[src/rtl/fu_mem_agu_pkg.sv]
// rtl/fu_mem_agu_pkg.sv - shared types, funct3 encodings and helpers for the memory AGU
package fu_mem_agu_pkg;

    // Access size as encoded in funct3[1:0]
    typedef enum logic [1:0] {
        SZ_BYTE  = 2'b00,
        SZ_HALF  = 2'b01,
        SZ_WORD  = 2'b10,
        SZ_DWORD = 2'b11
    } mem_size_t;

    // RV load/store funct3 encodings (stores use the signed-form codes)
    localparam logic [2:0] F3_B  = 3'b000;
    localparam logic [2:0] F3_H  = 3'b001;
    localparam logic [2:0] F3_W  = 3'b010;
    localparam logic [2:0] F3_D  = 3'b011;
    localparam logic [2:0] F3_BU = 3'b100;
    localparam logic [2:0] F3_HU = 3'b101;
    localparam logic [2:0] F3_WU = 3'b110;

    // Number of bytes touched by an access of the given size
    function automatic logic [3:0] size_bytes(input mem_size_t sz);
        logic [3:0] n;
        case (sz)
            SZ_BYTE: n = 4'd1;
            SZ_HALF: n = 4'd2;
            SZ_WORD: n = 4'd4;
            default: n = 4'd8;
        endcase
        return n;
    endfunction

    // Doubleword and unsigned-word forms only exist on a 64-bit datapath
    function automatic logic f3_legal(input logic [2:0] f3, input logic is_store, input logic xlen64);
        logic ok;
        if (is_store) begin
            ok = (f3 == F3_B) || (f3 == F3_H) || (f3 == F3_W) || (xlen64 && (f3 == F3_D));
        end else begin
            ok = (f3 == F3_B) || (f3 == F3_H) || (f3 == F3_W) || (f3 == F3_BU) || (f3 == F3_HU)
               || (xlen64 && ((f3 == F3_D) || (f3 == F3_WU)));
        end
        return ok;
    endfunction

endpackage

[src/rtl/fu_mem_agu_if.sv]
// rtl/fu_mem_agu_if.sv - issue-side and LSQ-side handshake bundle of the memory AGU
interface fu_mem_agu_if #(
    parameter int XLEN  = 32,
    parameter int IDX_W = 6,
    parameter int CNT_W = 2
) ();
    localparam int MASK_W = XLEN / 8;

    logic              flush;
    logic              in_valid;
    logic              in_ready;
    logic [XLEN-1:0]   rs1_v;
    logic [XLEN-1:0]   rs2_v;
    logic [XLEN-1:0]   imm;
    logic [2:0]        funct3;
    logic              is_store;
    logic [IDX_W-1:0]  idx_in;
    logic              out_valid;
    logic              out_ready;
    logic [XLEN-1:0]   out_addr;
    logic [MASK_W-1:0] out_mask;
    logic [XLEN-1:0]   out_wdata;
    logic [2:0]        out_funct3;
    logic              out_is_store;
    logic              out_misalign;
    logic              out_illegal;
    logic [IDX_W-1:0]  out_idx;
    logic              busy;
    logic [CNT_W-1:0]  count;

    modport slave (
        input  flush, in_valid, rs1_v, rs2_v, imm, funct3, is_store, idx_in, out_ready,
        output in_ready, out_valid, out_addr, out_mask, out_wdata, out_funct3, out_is_store,
               out_misalign, out_illegal, out_idx, busy, count
    );

    modport master (
        output flush, in_valid, rs1_v, rs2_v, imm, funct3, is_store, idx_in, out_ready,
        input  in_ready, out_valid, out_addr, out_mask, out_wdata, out_funct3, out_is_store,
               out_misalign, out_illegal, out_idx, busy, count
    );
endinterface

[src/rtl/mem_agu_fifo.sv]
// rtl/mem_agu_fifo.sv - DEPTH-entry valid/ready FIFO with flush, pop-side ready feeds push-side ready
module mem_agu_fifo #(
    parameter int W     = 8,
    parameter int DEPTH = 2,
    localparam int CNT_W = $clog2(DEPTH + 1),
    localparam int PTR_W = (DEPTH > 1) ? $clog2(DEPTH) : 1
) (
    input  logic             clk,
    input  logic             rst_n,
    input  logic             flush_i,
    input  logic             in_valid_i,
    output logic             in_ready_o,
    input  logic [W-1:0]     in_data_i,
    output logic             out_valid_o,
    input  logic             out_ready_i,
    output logic [W-1:0]     out_data_o,
    output logic [CNT_W-1:0] count_o
);
    logic [W-1:0]     mem_q [DEPTH];
    logic [PTR_W-1:0] rd_ptr_q, rd_ptr_d, wr_ptr_q, wr_ptr_d;
    logic [CNT_W-1:0] count_q, count_d;
    logic             push, pop;

    // Pointers wrap at DEPTH so non power-of-two depths work
    function automatic logic [PTR_W-1:0] ptr_inc(input logic [PTR_W-1:0] p);
        return (p == PTR_W'(DEPTH - 1)) ? '0 : p + PTR_W'(1);
    endfunction

    assign out_valid_o = (count_q != '0);
    assign in_ready_o  = (count_q < CNT_W'(DEPTH)) || (out_valid_o && out_ready_i);
    assign push        = in_valid_i && in_ready_o && !flush_i;
    assign pop         = out_valid_o && out_ready_i && !flush_i;
    assign out_data_o  = mem_q[rd_ptr_q];
    assign count_o     = count_q;

    // Next pointer/occupancy; flush discards everything including this cycle's push and pop
    always_comb begin
        rd_ptr_d = rd_ptr_q;
        wr_ptr_d = wr_ptr_q;
        count_d  = count_q;
        if (flush_i) begin
            rd_ptr_d = '0;
            wr_ptr_d = '0;
            count_d  = '0;
        end else begin
            if (push) wr_ptr_d = ptr_inc(wr_ptr_q);
            if (pop)  rd_ptr_d = ptr_inc(rd_ptr_q);
            if (push && !pop)      count_d = count_q + CNT_W'(1);
            else if (pop && !push) count_d = count_q - CNT_W'(1);
        end
    end

    // Pointer and occupancy registers
    always_ff @(posedge clk or negedge rst_n) begin
        if (!rst_n) begin
            rd_ptr_q <= '0;
            wr_ptr_q <= '0;
            count_q  <= '0;
        end else begin
            rd_ptr_q <= rd_ptr_d;
            wr_ptr_q <= wr_ptr_d;
            count_q  <= count_d;
        end
    end

    // Entry storage, cleared on reset so the head data reads zero
    always_ff @(posedge clk or negedge rst_n) begin
        if (!rst_n) begin
            for (int i = 0; i < DEPTH; i++) mem_q[i] <= '0;
        end else if (push) begin
            mem_q[wr_ptr_q] <= in_data_i;
        end
    end
endmodule

[src/rtl/fu_mem_agu.sv]
// rtl/fu_mem_agu.sv - registered address-generation unit feeding the load/store queue
module fu_mem_agu
    import fu_mem_agu_pkg::*;
#(
    parameter int XLEN  = 32,
    parameter int IDX_W = 6,
    parameter int DEPTH = 2
) (
    input  logic clk,
    input  logic rst_n,
    fu_mem_agu_if.slave bus
);
    localparam int MASK_W = XLEN / 8;
    localparam int OFF_W  = $clog2(MASK_W);

    typedef struct packed {
        logic [XLEN-1:0]   addr;
        logic [MASK_W-1:0] mask;
        logic [XLEN-1:0]   wdata;
        logic [2:0]        funct3;
        logic              is_store;
        logic              misalign;
        logic              illegal;
        logic [IDX_W-1:0]  idx;
    } agu_entry_t;

    logic [XLEN-1:0]   addr;
    logic [OFF_W-1:0]  off;
    mem_size_t         size;
    logic [3:0]        nbytes;
    logic              legal;
    logic              misalign;
    logic [MASK_W-1:0] ones;
    agu_entry_t        ent_in, ent_out;

    // Front end: address, lane offset, legality, byte mask and lane-shifted store data
    always_comb begin
        addr     = bus.rs1_v + bus.imm;
        off      = addr[OFF_W-1:0];
        size     = mem_size_t'(bus.funct3[1:0]);
        nbytes   = size_bytes(size);
        legal    = f3_legal(bus.funct3, bus.is_store, XLEN == 64);
        misalign = |({{(4-OFF_W){1'b0}}, off} & (nbytes - 4'd1));
        ones     = '0;
        for (int i = 0; i < MASK_W; i++) ones[i] = (4'(i) < nbytes);
        ent_in          = '0;
        ent_in.addr     = addr;
        ent_in.mask     = (misalign || !legal) ? '0 : (ones << off);
        ent_in.wdata    = (bus.is_store && legal) ? (bus.rs2_v << {off, 3'b000}) : '0;
        ent_in.funct3   = bus.funct3;
        ent_in.is_store = bus.is_store;
        ent_in.misalign = misalign;
        ent_in.illegal  = !legal;
        ent_in.idx      = bus.idx_in;
    end

    mem_agu_fifo #(
        .W     ($bits(agu_entry_t)),
        .DEPTH (DEPTH)
    ) u_fifo (
        .clk         (clk),
        .rst_n       (rst_n),
        .flush_i     (bus.flush),
        .in_valid_i  (bus.in_valid),
        .in_ready_o  (bus.in_ready),
        .in_data_i   (ent_in),
        .out_valid_o (bus.out_valid),
        .out_ready_i (bus.out_ready),
        .out_data_o  (ent_out),
        .count_o     (bus.count)
    );

    assign bus.out_addr     = ent_out.addr;
    assign bus.out_mask     = ent_out.mask;
    assign bus.out_wdata    = ent_out.wdata;
    assign bus.out_funct3   = ent_out.funct3;
    assign bus.out_is_store = ent_out.is_store;
    assign bus.out_misalign = ent_out.misalign;
    assign bus.out_illegal  = ent_out.illegal;
    assign bus.out_idx      = ent_out.idx;
    assign bus.busy         = ~bus.in_ready;
endmodule
[src/flat_wrapper.sv]
// flat-port wrapper written by rule: the top's interface ports become plain ports
module fu_mem_agu_flat import fu_mem_agu_pkg::*;
#(
    parameter int XLEN  = 32,
    parameter int IDX_W = 6,
    parameter int DEPTH = 2
)
  (clk, rst_n, bus_flush, bus_in_valid, bus_rs1_v, bus_rs2_v, bus_imm, bus_funct3, bus_is_store, bus_idx_in, bus_out_ready, bus_in_ready, bus_out_valid, bus_out_addr, bus_out_mask, bus_out_wdata, bus_out_funct3, bus_out_is_store, bus_out_misalign, bus_out_illegal, bus_out_idx, bus_busy, bus_count);
  fu_mem_agu_if #(.XLEN(XLEN), .IDX_W(IDX_W)) bus_i ();
  input  logic clk;
  input  logic rst_n;
  input wire logic [$bits(bus_i.flush)-1:0] bus_flush;
  input wire logic [$bits(bus_i.in_valid)-1:0] bus_in_valid;
  input wire logic [$bits(bus_i.rs1_v)-1:0] bus_rs1_v;
  input wire logic [$bits(bus_i.rs2_v)-1:0] bus_rs2_v;
  input wire logic [$bits(bus_i.imm)-1:0] bus_imm;
  input wire logic [$bits(bus_i.funct3)-1:0] bus_funct3;
  input wire logic [$bits(bus_i.is_store)-1:0] bus_is_store;
  input wire logic [$bits(bus_i.idx_in)-1:0] bus_idx_in;
  input wire logic [$bits(bus_i.out_ready)-1:0] bus_out_ready;
  output wire logic [$bits(bus_i.in_ready)-1:0] bus_in_ready;
  output wire logic [$bits(bus_i.out_valid)-1:0] bus_out_valid;
  output wire logic [$bits(bus_i.out_addr)-1:0] bus_out_addr;
  output wire logic [$bits(bus_i.out_mask)-1:0] bus_out_mask;
  output wire logic [$bits(bus_i.out_wdata)-1:0] bus_out_wdata;
  output wire logic [$bits(bus_i.out_funct3)-1:0] bus_out_funct3;
  output wire logic [$bits(bus_i.out_is_store)-1:0] bus_out_is_store;
  output wire logic [$bits(bus_i.out_misalign)-1:0] bus_out_misalign;
  output wire logic [$bits(bus_i.out_illegal)-1:0] bus_out_illegal;
  output wire logic [$bits(bus_i.out_idx)-1:0] bus_out_idx;
  output wire logic [$bits(bus_i.busy)-1:0] bus_busy;
  output wire logic [$bits(bus_i.count)-1:0] bus_count;
  assign bus_i.flush = bus_flush;
  assign bus_i.in_valid = bus_in_valid;
  assign bus_i.rs1_v = bus_rs1_v;
  assign bus_i.rs2_v = bus_rs2_v;
  assign bus_i.imm = bus_imm;
  assign bus_i.funct3 = bus_funct3;
  assign bus_i.is_store = bus_is_store;
  assign bus_i.idx_in = bus_idx_in;
  assign bus_i.out_ready = bus_out_ready;
  assign bus_in_ready = bus_i.in_ready;
  assign bus_out_valid = bus_i.out_valid;
  assign bus_out_addr = bus_i.out_addr;
  assign bus_out_mask = bus_i.out_mask;
  assign bus_out_wdata = bus_i.out_wdata;
  assign bus_out_funct3 = bus_i.out_funct3;
  assign bus_out_is_store = bus_i.out_is_store;
  assign bus_out_misalign = bus_i.out_misalign;
  assign bus_out_illegal = bus_i.out_illegal;
  assign bus_out_idx = bus_i.out_idx;
  assign bus_busy = bus_i.busy;
  assign bus_count = bus_i.count;
  fu_mem_agu #(.XLEN(XLEN), .IDX_W(IDX_W), .DEPTH(DEPTH)) u_core (.clk(clk), .rst_n(rst_n), .bus(bus_i));
endmodule
[config.mk]
export PLATFORM = sky130hd
export DESIGN_NAME = fu_mem_agu_flat
export DESIGN_NICKNAME = d
export VERILOG_FILES = /design/src/rtl/fu_mem_agu_pkg.sv /design/src/rtl/fu_mem_agu_if.sv /design/src/rtl/mem_agu_fifo.sv /design/src/rtl/fu_mem_agu.sv /design/src/flat_wrapper.sv
export SDC_FILE = /design/constraint.sdc
export NUM_CORES = 1
export LEC_CHECK = 0
export ABC_AREA = 0
export CELL_PAD_IN_SITES_DETAIL_PLACEMENT = 2
export CELL_PAD_IN_SITES_GLOBAL_PLACEMENT = 2
export CORE_ASPECT_RATIO = 1.25
export CORE_MARGIN = 5
export CORE_UTILIZATION = 28
export DETAILED_ROUTE_END_ITERATION = 16
export GPL_ROUTABILITY_DRIVEN = 1
export PLACE_DENSITY = 0.76
export SLEW_MARGIN = 20
export SYNTH_ARGS = -nofsm -noshare
export SYNTH_HDL_FRONTEND = slang
export SYNTH_SLANG_ARGS = --single-unit
[constraint.sdc]
create_clock -name clk -period 1.8 [get_ports clk]
set_input_delay 0.36 -clock clk [delete_from_list [all_inputs] [get_ports clk]]
set_output_delay 0.36 -clock clk [all_outputs]
set_load 0.01 [all_outputs]
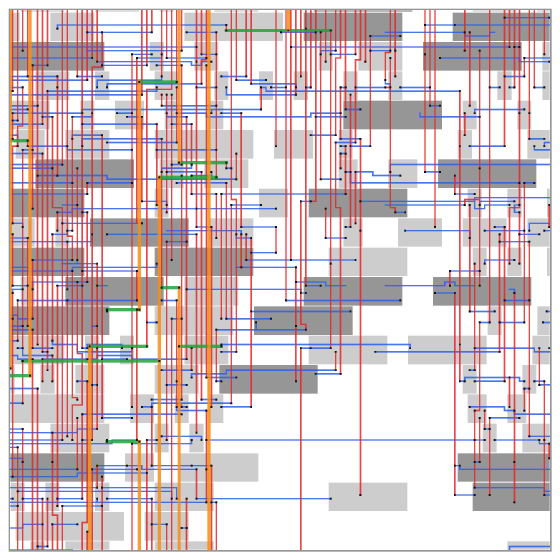
**Above:** run 1 (close-up of the layout).
Region (63, 127) to (113, 177) µm. Cells in grey, sequential cells in the stronger grey; small squares are vias.
colour	layer
orange	metal 4
red	metal 2
green	metal 3
blue	metal 1
sequential cells in the window	21
most frequent	nand2_1 (33), dfrtp_1 (21), buf_4 (8)
netlist names of flops here include	`u_core.u_fifo.mem_q` (21)
cells with their middle in the window	105

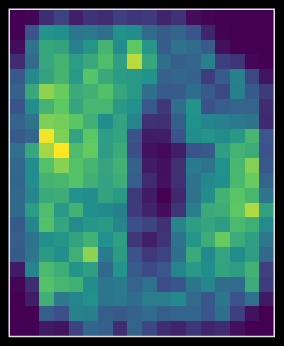
**Above:** run 1 (wire density map).
(1.5 px per µm) The die is cut into 18 by 22 equal tiles; dark purple is low, yellow is high, scaled to the fullest tile. Values are wire area over tile area, all layers added.
nearly empty tiles	6.8%
fullest tile	0.56
mean over tiles	0.22
densest ninth of the die	middle left
Final Routed Wirelength: 53400 µm
via count: 10.35k
GRT Util Overall: 24.60%
routed len/inst: 27.60 µm

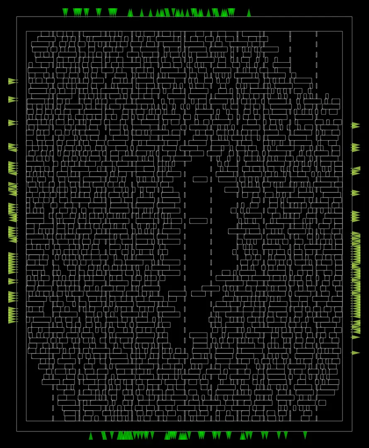
**Above:** run 1 (cell outlines without signal wires).
tap cells: 423
number of flip-flops and latches: 164
Core Area: 33780 µm²
row count: 75

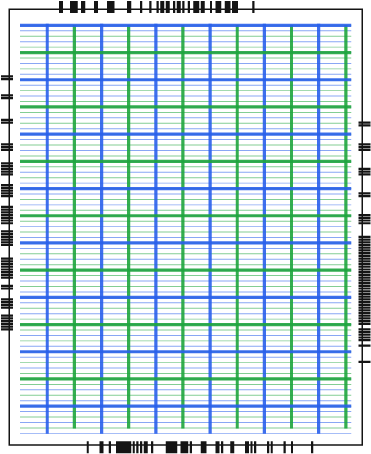
**Above:** run 1 (supply network).
(2 px per µm) Pins as bars on the die edge.
colour	net
blue	VSS
green	VDD
met1 rails	76
met4 straps	12
worst vdd ir: 0.6093 mV
Die Wd: 175.7 µm
height of the die: 217.1 µm

==> run_results.csv, run 1 <==
group,metric,value,unit
clock_network,insertion_delay,0.44,ns
timing,setup_violations,155,
floorplanning,fp_util,28.44,%
synth,ys_sh_simple,17.70,%
timing,slew_viol_final,0,
synth,yosys-stat-area,9609,µm²
cells_and_area,n_antenna_cell,0,
global_route,grt_max_degree,56,
synth,synth_nets,1221,
timing,relSlewSlack,65.53,%
global_route,grt_pass1_wl,72020,µm
status,status,"finished with violations",
power,p_per_area,939.3,nW/µm²
power,p_switching,5.664,mW
timing,rsz0062_at_grt,"true",
worst_setup_path,required,2.18,ns
status,failed_checks,"negative setup slack",
timing,clock_skew,0.01388,ns
worst_setup_path,crit_top_cell,"buf_6",
timing,period_used_share,124.4,%
cells_and_area,areaGrowthSynthToFinish,74.06,%
power,finalPower,15.71,mW
worst_setup_path,worstSetupEndpointType,"flop",
clock_network,htreeDepth,4,
route,antenna_left,0,
timing,fin_crit,2.240,ns
synth,area_leaders,"dfrtp_1 43%, mux2_2 14%, nand2_1 11%, o21ai_0 5.1%, ha_1 4.3%",
power,p_clk,3.85,mW
clock_network,cts_root_buf,"clkbuf_16",
route,drcViolationCount,0,
route,drt_pass1_iterations,4,
place,io_buffers,195,
power,p_int,10.05,mW
worst_setup_path,max_stage_delay,0.36,ns
global_route,grt_overflow,0,
place,dp_hpwl,29560,µm
worst_hold_path,hold_path.class,"input port to asynchronous set/reset pin",
synth,yosys.area.top_type,"dfrtp_1",
global_route,grt_pass1_vias,11743,
route,drt-vias-per-instance,5.348,
power,combPwrFrac,43.0,%
cells_and_area,fin_area,16730,µm²
clock_network,cts_num_sinks,164,
synth,flop_cell,"dfrtp_1",
power,p_comb,6.75,mW
synth,netlist.area_leader.share,42.71,%
synth,ys_sh_xor,2.643,%
power,p_leak,7.590,nW
timing,worst_slack,-0.4398,ns
## run 1: timing repair
action	CTS	global route
endpoints found under the hold margin	32	0
resized	767	154
pin swaps	125	99
cloned	4	2
endpoints found under the setup margin	212	187
buffers inserted	56	33
hold buffers	1	0
## run 1: worst max-delay path: cells and delay by family
| family | cells | cell delay [ns] |
|---|---|---|
| and+or+nand+nor | 1 | 0.19 |
| xor gates and xnor gates | 1 | 0.33 |
| muxes | 1 | 0.23 |
| AOI/OAI and AO/OA | 4 | 0.57 |
| buffers and inverters | 4 | 0.43 |
| adders and majority gates | 2 | 0.48 |
## run 1: state kept, by name, summed over array words and instances, names as in the netlist
| signal | flops |
|---|---|
| u_core.u_fifo.rd_ptr_q | 1 |
| u_core.u_fifo.wr_ptr_q | 1 |
| u_core.u_fifo.mem_q | 160 |
| u_core.u_fifo.count_o | 2 |
## run 1: synth_stat cells (4+ instances only)
| master | n |
|---|---|
| a211oi_1 | 4 |
| a21o_1 | 11 |
| a21oi_1 | 40 |
| a31oi_1 | 14 |
| buf_1 | 5 |
| buf_2 | 7 |
| clkbuf_1 | 59 |
| dfrtp_1 | 164 |
| ha_1 | 33 |
| inv_1 | 16 |
| mux2_2 | 119 |
| mux2i_1 | 10 |
| nand2_1 | 293 |
| nand2b_1 | 4 |
| nand3_1 | 14 |
| nand4_1 | 16 |
| nor2_1 | 56 |
| nor3_1 | 4 |
| o211ai_1 | 16 |
| o21a_1 | 6 |
| o21ai_0 | 98 |
| o21bai_1 | 4 |
| o31ai_1 | 5 |
| or3_1 | 5 |
| xnor2_1 | 16 |
| xor2_1 | 13 |
## run 1: routing by layer
layer  routed length [µm]  GRT usage [%]
met1                19140          25.63
met2                30140          49.16
met3                 1751          3.731
met4                 2345          8.736
met5                   21              0
## run 1: through the flow
step | setup TNS [ns] | hold slack [ns] | worst slack (ns) | cells | utilization, %
after floorplan | -17.22 | 0.06441 | -0.5099 | 1076 | -
after global placement | -129.28 | 0.3153 | -1.245 | 1820 | 41.28
after detailed placement | -141.84 | 0.3272 | -1.369 | 1820 | 41.28
after CTS | -27.05 | 0.4188 | -0.3393 | 1912 | 47.38
after global routing | -39.58 | 0.4367 | -0.5215 | 1935 | 49.51
final | -33.79 | 0.4369 | -0.4398 | 1935 | 49.51
## run 1: path summary, 6_finish.rpt
check / startpoint / endpoint / slack [ns] / depth (start not counted)
max in group asynchronous: rst_n / u_core.u_fifo.mem_q[141] / 0.72 / 3
hold reg to reg: u_core.u_fifo.mem_q[85] / u_core.u_fifo.mem_q[85] / 0.48 / 2
min in group clk: bus_out_ready / u_core.u_fifo.count_o[1] / 0.44 / 5
setup / recovery: bus_rs1_v[0] / u_core.u_fifo.mem_q[154] / -0.44 / 13
hold / removal: rst_n / u_core.u_fifo.count_o[0] / 0.44 / 2
setup reg to reg: u_core.u_fifo.count_o[1] / u_core.u_fifo.mem_q[137] / 0.10 / 7
## run 1: final cells by class
type,instances,area [µm²]
Clock inverter,12,145.1
Timing Repair Buffer,476,4589
Fill cell,3412,17060
Tap cell,423,529.3
Sequential cell,164,4108
Clock buffer,20,446.7
Inverter,16,60.06
Multi-Input combinational cell,824,6848
==> run 2: changes to the inputs <==
--- a/config.mk
+++ b/config.mk
@@ -12,6 +12,6 @@
 export CORE_MARGIN = 5
-export CORE_UTILIZATION = 28
+export CORE_UTILIZATION = 31
 export DETAILED_ROUTE_END_ITERATION = 16
 export GPL_ROUTABILITY_DRIVEN = 1
-export PLACE_DENSITY = 0.76
+export PLACE_DENSITY = 0.8
 export SLEW_MARGIN = 20
==> constraint.sdc (replaced) <==
create_clock -name clk -period 2.5 [get_ports clk]
set_input_delay 0.5 -clock clk [delete_from_list [all_inputs] [get_ports clk]]
set_output_delay 0.5 -clock clk [all_outputs]
set_load 0.005 [all_outputs]
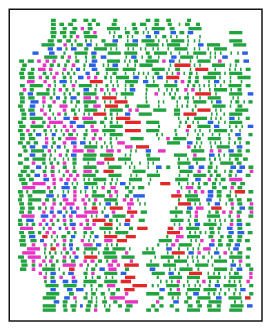
**Above:** run 2 (sizing map).
(1.5 px per µm)
colour	size	cells	share
red	_6 and larger	48	3.4%
magenta	_3 and _4 cells	217	15%
blue	_2 cells	146	10%
green	_0 and _1 cells	1008	71%
nonclk buf count: 383
post-route cell area: 14570 µm²

==> run 2 against run 1 <==
Against the previous run:
- the flow finishes with violations (negative hold slack, negative setup slack)
- largest power group is now sequential cells
- die size down 9.2%
- highest routed layer is now met4
- via count down 7.8%
- setup slack improved by 0.41 ns
- cell count is 5.6% lower
- register-to-register slack better by 0.33 ns
- hold slack got worse by 0.44 ns
- clock skew is essentially flat
==> run_results.csv, run 2 <==
group,metric,value,unit
cells_and_area,areaGrowthSynthToFinish,51.64,%
place,io_buffers,195,
place,dp_worst_setup_slack,-0.9589,ns
cells_and_area,regMostFlops,"u_core.u_fifo.mem_q",
clock_network,insertion_delay,0.44,ns
timing,setup_violations,2,
timing,fin_hold_ws,-0.005376,ns
global_route,grt_pass1_wl,62470,µm
cells_and_area,largest_reg_flops,160,
global_route,grt_overflow,0,
route,antenna_left,0,
power,p_leak,6.873,nW
global_route,grt_pass1_vias,11003,
timing,hold_viol,9,
timing,tns,-0.06395,ns
timing,rsz0062_at_grt,"true",
floorplanning,die_w,167.5,µm
floorplanning,fp_util,31.19,%
power,p_switching,3.315,mW
synth,synth_nets,1221,
worst_setup_path,r2r_cells,6,
worst_setup_path,required,2.83,ns
global_route,gr-usage-met2,44.90,%
place,placedCellCount,1761,
power,p_int,6.741,mW
cells_and_area,instances_no_fill,1826,
floorplanning,die.size.y,206.8,µm
status,failed_checks,"negative hold slack, negative setup slack",
timing,worst_slack,-0.03464,ns
power,ir_worst_vdd,0.3850,mV
synth,netlist_top_cells_count,"293 x nand2_1, 164 x dfrtp_1, 119 x mux2_2",
timing,relSlewSlack,65.32,%
status,status,"finished with violations",
cells_and_area,fillers,3278,
timing,clock_skew,0.01360,ns
power,combPwrFrac,34.9,%
global_route,met1_usage,24.72,%
clock_network,htreeDepth,4,
power,finalPower,10.06,mW
timing,fin_crit,2.535,ns
power,p_per_area,690.1,nW/µm²
synth,netlist.area_leader.share,42.71,%
cells_and_area,n_antenna_cell,0,
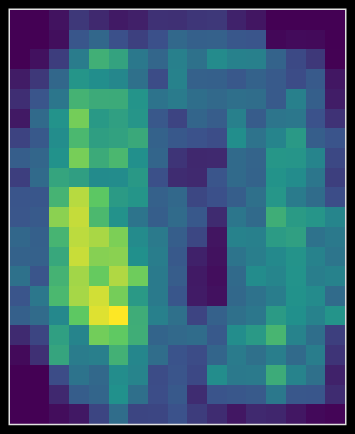
**Above:** run 2 (wire density map).
(2 px per µm) The die is cut into 17 by 21 equal tiles; dark purple is low, yellow is high, scaled to the fullest tile. Values are wire area over tile area, all layers added.
densest ninth of the die	middle left
tiles over half the peak	22%
nearly empty tiles	5.3%
fullest tile	0.53
mean over tiles	0.19
GRT Util Overall: 23.07%
via count: 9541
routed len/inst: 23.14 µm
Final Routed Wirelength: 42250 µm

## run 2: cell count changes in the layout (fill, tap and decap cells not counted), moves of 30 or more
cell             before  now
o21ai_0              24   83
buf_2                33    0
buf_6               131    5
mux2_2               75  105
clkdlybuf4s50_1      55   96
o21ai_1              50   11
dlygate4sd2_1        15   69
mux2_4               45   15
## run 2: final cells by class
cell class / instances / area (µm²) / area share, %
Tap cell: 407 / 509.2 / 3.495
Timing Repair Buffer: 383 / 3571 / 24.51
Sequential cell: 164 / 4108 / 28.19
Clock buffer: 18 / 429.2 / 2.945
Multi-Input combinational cell: 824 / 5673 / 38.93
Clock inverter: 14 / 221.5 / 1.520
Inverter: 16 / 60.06 / 0.4122
## run 2: stage by stage
stage	area, µm²	hold slack, ns
detailed placement	13150	0.4587
floorplan	9637	0.2044
global placement	13150	0.4491
CTS	14130	0.0006883
global route	14570	0.004685
finish	14570	-0.005376
## run 2: cells by family after synthesis
kind of cell / count (synthesis) / synth area share [%]
and+or+nand+nor: 411 / 17.70
AOI/OAI and AO/OA: 220 / 13.70
DFF: 164 / 42.71
muxes: 130 / 15.14
buffers and inverters: 88 / 3.607
adders and majority gates: 34 / 4.505
xor gates and xnor gates: 29 / 2.643
## run 2: worst max-delay path, cell delays in order
cell and delay, ns:
clkdlybuf4s50_1 0.46, ha_4 0.19, a21o_1 0.26, a31o_4 0.27
o21ai_4 0.19, o211ai_1 0.23, a211oi_2 0.35, xnor2_1 0.14
mux2_2 0.28
## run 2: power groups by stage
stage | Sequential [mW] | Clock, mW | Combinational [mW]
detailed placement | 3.61 | 0 | 3.34
finish | 3.59 | 2.95 | 3.51
global route | 3.65 | 3.13 | 3.78
CTS | 3.58 | 3.01 | 3.37
floorplan | 3.48 | 0 | 1.57
global placement | 3.54 | 0 | 3.20
## run 2: repair_timing
| item | CTS | global route |
|---|---|---|
| setup endpoints to repair | 141 | 55 |
| buffers inserted | 13 | 18 |
| cloned | 3 | 0 |
| pin swaps | 13 | 28 |
| resized | 154 | 68 |
## run 2: final timing paths
kind                                           from                 endpoint  slack [ns]
setup / recovery                         bus_imm[3]  u_core.u_fifo.mem_q[79]       -0.03
hold / removal                                rst_n  u_core.u_fifo.mem_q[25]      -0.005
setup reg to reg           u_core.u_fifo.count_o[1]  u_core.u_fifo.mem_q[38]        0.43
hold reg to reg             u_core.u_fifo.mem_q[64]  u_core.u_fifo.mem_q[64]        0.47
max in group asynchronous                     rst_n  u_core.u_fifo.mem_q[53]        1.79
min in group clk            u_core.u_fifo.mem_q[64]  u_core.u_fifo.mem_q[64]        0.47
## run 2: routing by layer
| layer | vias up | wire (µm) |
|---|---|---|
| li1 | 4360 | - |
| met1 | 4830 | 15890 |
| met2 | 257 | 23460 |
| met3 | 94 | 1380 |
| met4 | 0 | 1514 |
| met5 | - | 0 |
Power and IR drop assume default switching activity.
